==> images/placed.png <==
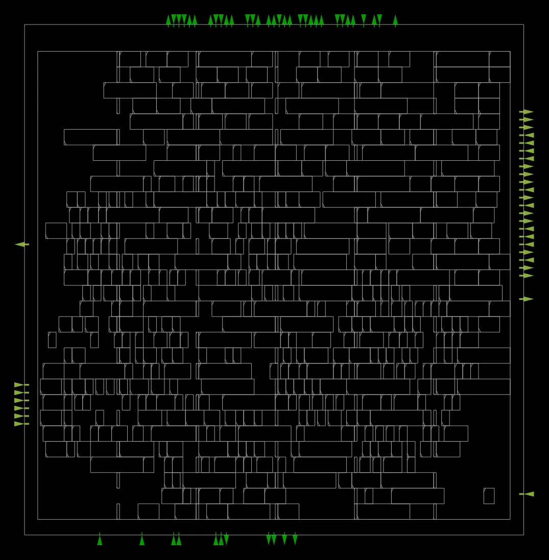
==> images/sizing.png <==
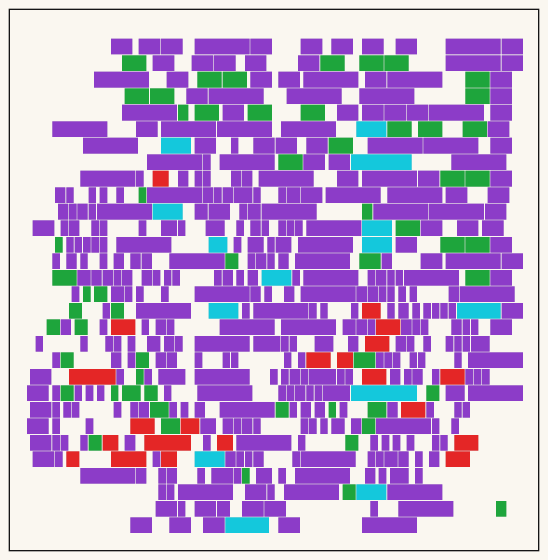
==> config.mk <==
export PLATFORM = sky130hd
export DESIGN_NAME = strip_frame_sequencer
export DESIGN_NICKNAME = d
export VERILOG_FILES = /design/src/rtl/strip_frame_sequencer_pkg.sv /design/src/rtl/strip_frame_sequencer_timer.sv /design/src/rtl/strip_frame_sequencer.sv
export SDC_FILE = /design/constraint.sdc
export NUM_CORES = 1
export LEC_CHECK = 0
export ABC_AREA = 1
export CAP_MARGIN = 40
export CORE_AREA = 2 2 85 87
export DETAILED_ROUTE_END_ITERATION = 8
export DIE_AREA = 0 0 87 89
export MAX_ROUTING_LAYER = met4
export PLACE_DENSITY = 0.78
export SLEW_MARGIN = 20
export SYNTH_ARGS = -nofsm -noshare
export SYNTH_HDL_FRONTEND = slang
export SYNTH_HIERARCHICAL = 1
export SYNTH_SLANG_ARGS = --single-unit
==> constraint.sdc <==
create_clock -name clock -period 2.9 [get_ports clock]
set_input_delay 0.725 -clock clock [delete_from_list [all_inputs] [get_ports clock]]
set_output_delay 0.725 -clock clock [all_outputs]
set_load 0.005 [all_outputs]
==> src/rtl/strip_frame_sequencer_pkg.sv <==
// Shared types and timing defaults for the LED strip frame sequencer.
// Defaults assume a 12 MHz system clock driving xx6812-style LEDs.
package strip_frame_sequencer_pkg;

  localparam int LED_WORD_W = 24;
  localparam int CLOCK_MHZ = 12;
  localparam int DEFAULT_LED_CYCLES = CLOCK_MHZ * 30;
  localparam int DEFAULT_LATCH_CYCLES = CLOCK_MHZ * 300;

  typedef enum logic [1:0] {
    ST_IDLE,
    ST_FETCH,
    ST_SLOT,
    ST_LATCH
  } seqState_e;

  // Width of the shared slot/latch timer: must hold the larger of the two reload values.
  function automatic int timerWidth(input int ledCycles, input int latchCycles);
    int maxLoad;
    maxLoad = (ledCycles - 1 > latchCycles) ? ledCycles - 1 : latchCycles;
    return $clog2(maxLoad + 1);
  endfunction

endpackage

==> src/rtl/strip_frame_sequencer_timer.sv <==
// Loadable down-counter; tc_o is high for one cycle when a loaded count reaches zero.
// A load in the same cycle as tc_o restarts the count, giving a jitter-free period.
module sequencer_timer #(
  parameter int WIDTH = 12
) (
  input  logic             clock,
  input  logic             reset,
  input  logic             load_i,
  input  logic [WIDTH-1:0] loadValue_i,
  output logic             tc_o
);

  logic [WIDTH-1:0] count_q;
  logic             armed_q;

  assign tc_o = armed_q && (count_q == '0);

  always_ff @(posedge clock or negedge reset) begin
    if (!reset) begin
      count_q <= '0;
      armed_q <= 1'b0;
    end else if (load_i) begin
      count_q <= loadValue_i;
      armed_q <= 1'b1;
    end else if (tc_o) begin
      armed_q <= 1'b0;
    end else if (count_q != '0) begin
      count_q <= count_q - 1'b1;
    end
  end

endmodule

==> src/rtl/strip_frame_sequencer.sv <==
// Per-frame LED strip sequencer: reads GRB words from LED RAM in address order and
// loads them into the serial encoder exactly one LED slot apart, then holds a latch gap.
module strip_frame_sequencer
  import strip_frame_sequencer_pkg::*;
#(
  parameter int ADDR_WIDTH   = 8,
  parameter int LED_CYCLES   = DEFAULT_LED_CYCLES,
  parameter int LATCH_CYCLES = DEFAULT_LATCH_CYCLES
) (
  input  logic                  clock,
  input  logic                  reset,
  input  logic                  enable,
  input  logic                  frame_start,
  input  logic [ADDR_WIDTH:0]   led_count,
  output logic [ADDR_WIDTH-1:0] mem_addr,
  output logic                  mem_read,
  input  logic [LED_WORD_W-1:0] mem_data,
  output logic [LED_WORD_W-1:0] encoder_data,
  output logic                  encoder_load,
  output logic                  busy,
  output logic                  frame_done,
  output logic                  overrun
);

  localparam int TIMER_W = timerWidth(LED_CYCLES, LATCH_CYCLES);
  localparam logic [TIMER_W-1:0] SLOT_RELOAD = TIMER_W'(LED_CYCLES - 1);
  localparam logic [TIMER_W-1:0] LATCH_RELOAD = TIMER_W'(LATCH_CYCLES);
  localparam logic [ADDR_WIDTH:0] MAX_LEDS = {1'b1, {ADDR_WIDTH{1'b0}}};

  seqState_e             state_q;
  logic [ADDR_WIDTH-1:0] memAddr_q;
  logic                  memRead_q;
  logic                  capture_q;
  logic [LED_WORD_W-1:0] encoderData_q;
  logic                  encoderLoad_q;
  logic                  busy_q;
  logic                  frameDone_q;
  logic                  overrun_q;
  logic [ADDR_WIDTH:0]   remaining_q;

  logic                  accept;
  logic                  slotTick;
  logic [ADDR_WIDTH:0]   acceptCount;
  logic                  timerLoad;
  logic [TIMER_W-1:0]    timerValue;
  logic                  timerTc;

  // The last slot tick starts the latch timer directly, so the latch gap absorbs the
  // two-cycle read-to-load pipeline of the final LED.
  always_comb begin
    accept      = (state_q == ST_IDLE) && frame_start && enable && (led_count != '0);
    slotTick    = (state_q == ST_SLOT) && timerTc;
    acceptCount = (led_count > MAX_LEDS) ? MAX_LEDS : led_count;
    timerLoad   = accept || slotTick;
    timerValue  = (slotTick && (remaining_q == '0)) ? LATCH_RELOAD : SLOT_RELOAD;
  end

  sequencer_timer #(
    .WIDTH(TIMER_W)
  ) u_timer (
    .clock      (clock),
    .reset      (reset),
    .load_i     (timerLoad),
    .loadValue_i(timerValue),
    .tc_o       (timerTc)
  );

  always_ff @(posedge clock or negedge reset) begin
    if (!reset) begin
      state_q       <= ST_IDLE;
      memAddr_q     <= '0;
      memRead_q     <= 1'b0;
      capture_q     <= 1'b0;
      encoderData_q <= '0;
      encoderLoad_q <= 1'b0;
      busy_q        <= 1'b0;
      frameDone_q   <= 1'b0;
      overrun_q     <= 1'b0;
      remaining_q   <= '0;
    end else begin
      memRead_q     <= 1'b0;
      encoderLoad_q <= 1'b0;
      frameDone_q   <= 1'b0;
      overrun_q     <= frame_start && busy_q;
      capture_q     <= memRead_q;
      if (capture_q) begin
        encoderData_q <= mem_data;
        encoderLoad_q <= 1'b1;
      end
      unique case (state_q)
        ST_IDLE: begin
          if (accept) begin
            state_q     <= ST_FETCH;
            busy_q      <= 1'b1;
            memRead_q   <= 1'b1;
            memAddr_q   <= '0;
            remaining_q <= acceptCount - 1'b1;
          end
        end
        ST_FETCH: state_q <= ST_SLOT;
        ST_SLOT: begin
          if (timerTc) begin
            if (remaining_q != '0) begin
              state_q     <= ST_FETCH;
              memRead_q   <= 1'b1;
              memAddr_q   <= memAddr_q + 1'b1;
              remaining_q <= remaining_q - 1'b1;
            end else begin
              state_q <= ST_LATCH;
            end
          end
        end
        ST_LATCH: begin
          if (frameDone_q) begin
            state_q <= ST_IDLE;
            busy_q  <= 1'b0;
          end else if (timerTc) begin
            frameDone_q <= 1'b1;
          end
        end
        default: state_q <= ST_IDLE;
      endcase
    end
  end

  assign mem_addr     = memAddr_q;
  assign mem_read     = memRead_q;
  assign encoder_data = encoderData_q;
  assign encoder_load = encoderLoad_q;
  assign busy         = busy_q;
  assign frame_done   = frameDone_q;
  assign overrun      = overrun_q;

endmodule

==> summary.txt <==
yosys + openroad results -> drt first-iter violations=115, yosys simple share=0.270, MaxCap Viol Count=0, count of non-CTS inverters in the layout=62, # Cells Yosys=396, Top logic family=simple AND/OR/NAND/NOR gates, WL/cell=13.2 µm, Worst-Margin Slew=607 ps, CP Class=primary input to flop, routed vias=2,874, Final min period=2610 ps, clock buffer count=9, combinational share of cell area=0.354, final setup vio count=0, Final period util=0.901, reg-to-reg slack, setup=500 ps, Worst R2R Path Depth=13, xor+xnor area frac=0.0154, tool warnings=27, status=complete, no violations, Distinct lib cells used=38, Pre-Repair DR Iteration Count=4, worst relative slew slack=0.595, # port buffers=73, sw power=0.000415 W, yosys adder share=0.0147, post-cts resize count=0, Post-synth seq share=0.454, HP Class=flop to flop, Setup TNS Final=0 ps, number of global-route vias before repair=2,825, Storage cell area=1550 µm², fillers=554, IO Pins=74, TritonCTS clock tree=built, Inserted Clock Buffers=9, Gate Area=1580 µm², Clock buf/inv share=0.0442, met1 GRT Util=0.224, overall global routing resource usage=0.208, n_diodes=0, Ys Warns=6, Seq. pwr=0.000895 W, placed insts=549, post-CTS setup buffer count=0, Clk Latency, worst-skew pair=330 ps, Hold Startpoint=mem_read, Critical path origin=led_count[3], GRT met2 Usage=0.365, layout cells sized above 1=0.190, Yosys top cell by instances=nand2_1, initial antenna violation count=0, sequential share of power=0.498, top routing layer used=met4, met3 Usage GRT=0.0462, GR Overflow Total=0, H-tree depth=3, P_int=0.00138 W, root buffer cell=clkbuf_8, Worst Setup End Kind=flop, placed inst area=4270 µm², setup repair after global routing missed its margin=no, layout sequential cell count=62, MI comb cells=266, fraction of area in registers=0.347, combinational share of power=0.090, crit-path max FO=7, Post-synth top cells=nand2_1 (79), dfrtp_1 (62), inv_1 (54), Switching Fraction=0.231, Yosys top cell by area=dfrtp_1, die height=89 µm, main flop type=dfrtp_1, number of flops mapped to enable cells by yosys=0, HPWL after detailed placement=5.84 mm, die width=87 µm, Power Clock=0.000741 W, maximum VDD drop=0.000195 V, first-pass GRT wire length=12.1 mm, reg2reg start=u_timer/count_q[0], floorplan core density=0.508, Post-Synthesis Cell Area=3420 µm², reg2reg end=remaining_q[4], startpoint type of the worst setup path=primary input, aoi/oai-family share of the synthesized area=0.0817, syn_area_per_cell=8.63 µm², Pwr top=registers, clk sinks=62, Post-Syn Instances=396
## Picture notes: placed.png
CORE AREA: 6720 µm²
Final Core Density: 0.665

## Picture notes: sizing.png
- red: x3 and x4 (cells 21; share 4.3%)
- cyan: x6 and larger (cells 14; share 2.9%)
- green: x2 (cells 57; share 12%)
- purple: x1 and smaller (cells 393; share 81%)
Area Growth Syn to Fin: 30.9%
fin area: 4470 µm²
Non-clock buffers: 79
setup ws final: 288 ps

-- state kept, by name (all words and copies together), names as in the netlist, 2 cells and up --
register,cells
state_q,2
mem_addr,8
remaining_q,9
encoder_data,24
u_timer/count_q,12
-- critical path, delay by kind of cell --
family | cells | cell delay (ps)
buffers and inverters | 4 | 800
AOI/OAI and AO/OA | 4 | 580
and+or+nand+nor | 4 | 450
adders and majority gates | 1 | 250
-- cells in the final DEF (no fill, tap or decap), types with 9 or more instances in the layout --
cell type        count
nand2_1             79
clkdlybuf4s50_1     72
dfrtp_1             62
inv_1               54
nor2_1              38
nand3_1             30
mux2_2              24
o21ai_0             10
nand2_2              9
nor2_4               9
clkbuf_8             9
Power and IR drop assume default switching activity.
